**config.mk**
```make
export PLATFORM = sky130hd
export DESIGN_NAME = conv_serializer_scheduler
export DESIGN_NICKNAME = d
export VERILOG_FILES = /design/src/rtl/conv_serializer_scheduler.sv
export SDC_FILE = /design/constraint.sdc
export NUM_CORES = 1
export LEC_CHECK = 0
export CORE_AREA = 2 2 499 501
export CTS_CLUSTER_SIZE = 8
export DETAILED_ROUTE_END_ITERATION = 6
export DIE_AREA = 0 0 501 503
export GPL_ROUTABILITY_DRIVEN = 0
export GPL_TIMING_DRIVEN = 0
export PLACE_DENSITY = 0.3
export SLEW_MARGIN = 15
export SYNTH_ARGS = -nofsm -noshare
export SYNTH_HDL_FRONTEND = slang
export SYNTH_SLANG_ARGS = --single-unit
```
**constraint.sdc**
```tcl
create_clock -name CLK -period 3.5 [get_ports CLK]
set_clock_uncertainty 0.15 [all_clocks]
set_input_delay 0.875 -clock CLK [delete_from_list [all_inputs] [get_ports CLK]]
set_output_delay 0.875 -clock CLK [all_outputs]
set_load 0.01 [all_outputs]
```
**src/rtl/conv_serializer_scheduler.sv**
```systemverilog
// conv_serializer_scheduler: round-robin front end for one conv tree serializer.
// It grants one requester per frame and holds the granted word on SER_PAR_IN
// for FRAME_CYCLES clocks. It then flushes the tree with zeros for FLUSH_CYCLES
// clocks before dropping SER_EN. A new word may be accepted on the last shift
// cycle, which gives back-to-back frames, or at any point during the flush.
module conv_serializer_scheduler #(
    parameter int WIDTH        = 256,
    parameter int NUM_REQ      = 4,
    parameter int FRAME_CYCLES = WIDTH / 2,
    parameter int FLUSH_CYCLES = $clog2(WIDTH),
    parameter int REQ_W        = $clog2(NUM_REQ)
) (
    input  logic                       CLK,
    input  logic                       RESET,
    input  logic [NUM_REQ-1:0]         REQ_VALID,
    input  logic [NUM_REQ*WIDTH-1:0]   REQ_DATA,
    output logic [NUM_REQ-1:0]         REQ_READY,
    output logic [WIDTH-1:0]           SER_PAR_IN,
    output logic                       SER_EN,
    output logic                       FRAME_START,
    output logic [REQ_W-1:0]           FRAME_OWNER,
    output logic                       BUSY
);

    localparam int CNT_MAX = (FRAME_CYCLES > FLUSH_CYCLES) ? FRAME_CYCLES : FLUSH_CYCLES;
    localparam int CNT_W   = $clog2(CNT_MAX + 1);
    localparam logic [CNT_W-1:0] FRAME_LAST = CNT_W'(FRAME_CYCLES - 1);
    localparam logic [CNT_W-1:0] FLUSH_LAST = CNT_W'(FLUSH_CYCLES - 1);
    localparam logic [REQ_W-1:0] REQ_LAST   = REQ_W'(NUM_REQ - 1);

    typedef enum logic [1:0] {
        IDLE  = 2'd0,
        SHIFT = 2'd1,
        FLUSH = 2'd2
    } state_t;

    state_t             state, nxt_state;
    logic [CNT_W-1:0]   cnt, nxt_cnt;
    logic [REQ_W-1:0]   ptr, nxt_ptr;
    logic [WIDTH-1:0]   nxt_par;
    logic               nxt_en, nxt_start;
    logic [REQ_W-1:0]   nxt_owner;

    logic               accept_win;
    logic               gnt_found;
    logic [REQ_W-1:0]   gnt_idx;
    logic               xfer;

    // Round-robin search starting at the pointer and wrapping. It looks at valids only.
    always_comb begin
        gnt_found = 1'b0;
        gnt_idx   = '0;
        for (int i = 0; i < NUM_REQ; i++) begin
            if (!gnt_found && REQ_VALID[(int'(ptr) + i) % NUM_REQ]) begin
                gnt_found = 1'b1;
                gnt_idx   = REQ_W'((int'(ptr) + i) % NUM_REQ);
            end
        end
    end

    // Accept window and one-hot grant; nothing is granted while reset is asserted.
    always_comb begin
        accept_win = 1'b0;
        if (!RESET) begin
            case (state)
                IDLE:    accept_win = 1'b1;
                FLUSH:   accept_win = 1'b1;
                SHIFT:   accept_win = (cnt == FRAME_LAST);
                default: accept_win = 1'b0;
            endcase
        end
        REQ_READY = '0;
        if (accept_win && gnt_found)
            REQ_READY[gnt_idx] = 1'b1;
    end

    assign xfer = accept_win && gnt_found;

    // Next-state and next-output logic. A transfer takes priority over the
    // frame and flush timeouts.
    always_comb begin
        nxt_state = state;
        nxt_cnt   = cnt;
        nxt_ptr   = ptr;
        nxt_par   = SER_PAR_IN;
        nxt_en    = SER_EN;
        nxt_start = 1'b0;
        nxt_owner = FRAME_OWNER;
        if (xfer) begin
            nxt_state = SHIFT;
            nxt_cnt   = '0;
            nxt_par   = REQ_DATA[gnt_idx*WIDTH +: WIDTH];
            nxt_owner = gnt_idx;
            nxt_en    = 1'b1;
            nxt_start = 1'b1;
            nxt_ptr   = (gnt_idx == REQ_LAST) ? '0 : gnt_idx + 1'b1;
        end else begin
            case (state)
                SHIFT: begin
                    if (cnt == FRAME_LAST) begin
                        // Word is done; feed zeros so the tree drains.
                        nxt_state = FLUSH;
                        nxt_cnt   = '0;
                        nxt_par   = '0;
                    end else begin
                        nxt_cnt = cnt + 1'b1;
                    end
                end
                FLUSH: begin
                    if (cnt == FLUSH_LAST) begin
                        nxt_state = IDLE;
                        nxt_cnt   = '0;
                        nxt_en    = 1'b0;
                    end else begin
                        nxt_cnt = cnt + 1'b1;
                    end
                end
                default: begin
                    nxt_state = IDLE;
                end
            endcase
        end
    end

    // State and output registers. Reset drops any frame in flight.
    always_ff @(posedge CLK) begin
        if (RESET) begin
            state       <= IDLE;
            cnt         <= '0;
            ptr         <= '0;
            SER_PAR_IN  <= '0;
            SER_EN      <= 1'b0;
            FRAME_START <= 1'b0;
            FRAME_OWNER <= '0;
            BUSY        <= 1'b0;
        end else begin
            state       <= nxt_state;
            cnt         <= nxt_cnt;
            ptr         <= nxt_ptr;
            SER_PAR_IN  <= nxt_par;
            SER_EN      <= nxt_en;
            FRAME_START <= nxt_start;
            FRAME_OWNER <= nxt_owner;
            BUSY        <= (nxt_state != IDLE);
        end
    end

endmodule
```
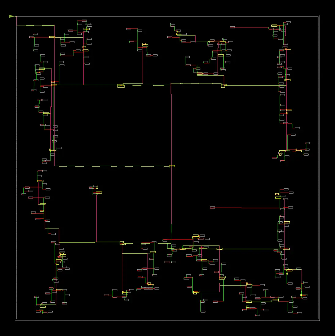
(images/clocks.png)
clk sinks: 273
Flops: 273
Clock Buffer Count: 67
cts bufs inserted: 46
clk pwr: 4780 uW

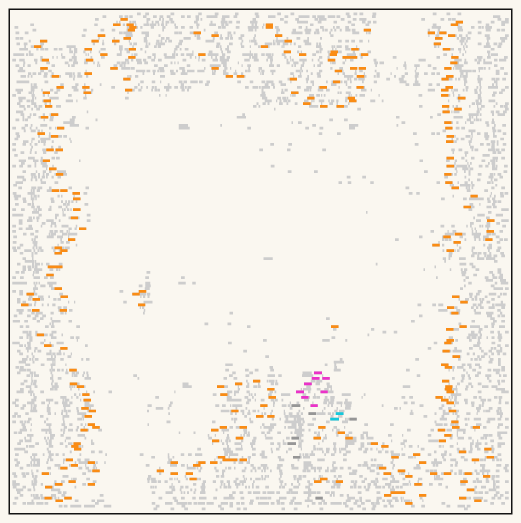
(images/flops_by_reg.png)
Drawn at 1 px/micron. Other sequential cells in the stronger gray, the rest of the logic in the fainter gray.
- `state`: cyan (sequential cells 2)
- `SER_PAR_IN`: orange (sequential cells 256; where all over the die)
- `cnt`: magenta (sequential cells 8; where bottom center)
- not colored: 7
flop share of the area: 0.142
Core Util, Final: 0.156
total sequential power: 3790 uW
Reg area: 5480 sq um

==> job_summary.md <==
### Yosys + OpenROAD results

| Metric | Value |
|---|---|
| DP Area | `around 37000 sq um` |
| GRT Total Usage | `0.183` |
| # resized after CTS | `104` |
| Post-CTS setup buffer count | `25` |
| First-pass GRT wire length | `between 300 and 400 mm` |
| Non-Filler Instances | `7372` |
| Biggest area cells | `dfxtp_1 (28%), a211o_1 (18%), o21ai_0 (11%), nand3_1 (11%), a31oi_1 (6.6%)` |
| Fin area | `a little under 40000 sq um` |
| RSZ-0062 raised after global routing | `yes` |
| Adder Share, Synth | `0.00577` |
| Logic pwr share | `0.442` |
| Dpl cells | `just over 7000` |
| Most frequent cell after synthesis | `o21ai_0` |
| Tap cells | `3237` |
| Met3 usage | `0.0560` |
| Outcome | `finished, violations left` |
| Die area | `about 250000 sq um` |
| Drt first-iter violations | `~2200` |
| CTS Buffer Depth | `3` |
| Top cell type's share of synthesized area | `0.280` |
| Setup TNS | `-0.0174 ns` |
| Pin count of the biggest net entering global routing | `20` |
| Hold Crit Class | `flip-flop to flip-flop` |
| GRT busiest layer | `met2` |
| Cell family with most CP delay | `simple AND/OR/NAND/NOR gates` |
| Period minus WS final | `approximately 3.5 ns` |
| WL met1 | `about 90 mm` |
| Tightest Pin Transition | `roughly 1.4 ns` |
| Critical Path RT | `~2.5 ns` |
| Main logic family | `AND-OR/OR-AND gates` |
| Regs by FF count | `SER_PAR_IN (256), cnt (8)` |
| Remaining DRCs | `0` |
| Share of cells above drive strength 1 | `0.0638` |
| Clk_lat worst skew | `0.68 ns` |
| Top Consumer | `combinational cells` |
| Comb area | `roughly 13000 sq um` |
| Comb area share | `0.325` |
| Asr flop ratio synth | `0` |
| Sequential power share | `0.247` |
| R2R Setup Slk | `around 0.040 ns` |
| Initial Util | `0.0789` |
| Critical path depth | `8` |
| Critical path origin | `REQ_VALID[0]` |
| Drt total wl | `about 240 mm` |
| Floorplan Nets | `approximately 3700` |
| Hold path start | `SER_PAR_IN[82]` |
| Largest area class, layout | `non-clock buffers` |
| Clk tree area frac | `0.0387` |
| XORs/XNORs by Area | `0.00269` |
| Initial antenna violation count | `117` |
| Commonest cells in the netlist | `o21ai_0 (416), a211o_1 (411), nand3_1 (411)` |
| Fin crit share | `1.00` |
| Gr ovfl total | `0` |
| Via count | `roughly 30000` |
| Top Metal Used | `met5` |
| PwrDens | `roughly 400 nW/um^2` |
| Chip width | `between 500 and 600 microns` |
| Int Pwr | `a little over 9000 uW` |
| Max_cap viols | `0` |
| Failing checks | `setup timing` |
| Final setup viols | `1` |
| Hold Path Sink | `SER_PAR_IN[82]` |
| Synth cell types | `roughly 47` |
| Final worst slack | `-0.0174 ns` |
| Non-clock buffer share | `0.386` |
| Area grow syn2layout | `98.2%` |
| Slowest CP cell | `or4b_4` |
| Mux frac, synth | `0.000513` |
| CTS clock-pin slew for the worst setup and hold paths | `~0.050 ns` |
| Buf/Inv on CP | `3` |
| Synthesis area per yosys | `between 15000 and 20000 sq um` |
| Signal buffers | `1698` |
| OpenROAD warnings | `35` |
| AO/OA Area Share | `0.422` |
| Cts hold-fix bufs | `0` |
| Most common logic cells in the final layout | `clkdlybuf4s50_1 (1286), o21ai_0 (416), nand3_1 (411), a211o_1 (411), nand2_1 (269)` |
| Worst Path Arrival | `between 2 and 2.5 ns` |
| Post-route ant nets | `0` |
| Leak | `between 0.01 and 0.015 uW` |
| Clk pwr share | `0.311` |
| Final Slew Violations | `0` |
| Worst Hold Slack | `~0.31 ns` |
| Post-synth EDFFs | `0` |
| Post-Syn Area per Cell | `7.23 sq um` |
| Crit-path max FO | `6` |
| Largest area contributor in the netlist | `dfxtp_1` |
| NumNets Final | `~5100` |
| Core area | `between 200000 and 250000 sq um` |
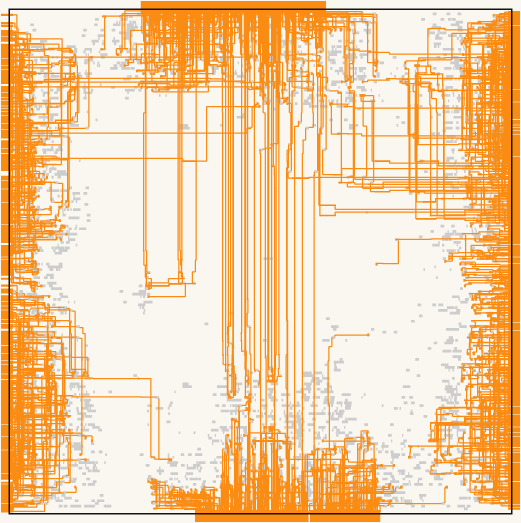
(images/io_fan.png)
Drawn at 1 px/micron.
- `REQ_DATA`: orange (direction input; end cells 1024; wire 80.3 mm)
io pins: 1295
Port Buffers: 1294

Power figures rest on the tool's default switching activity, not on a simulated workload.
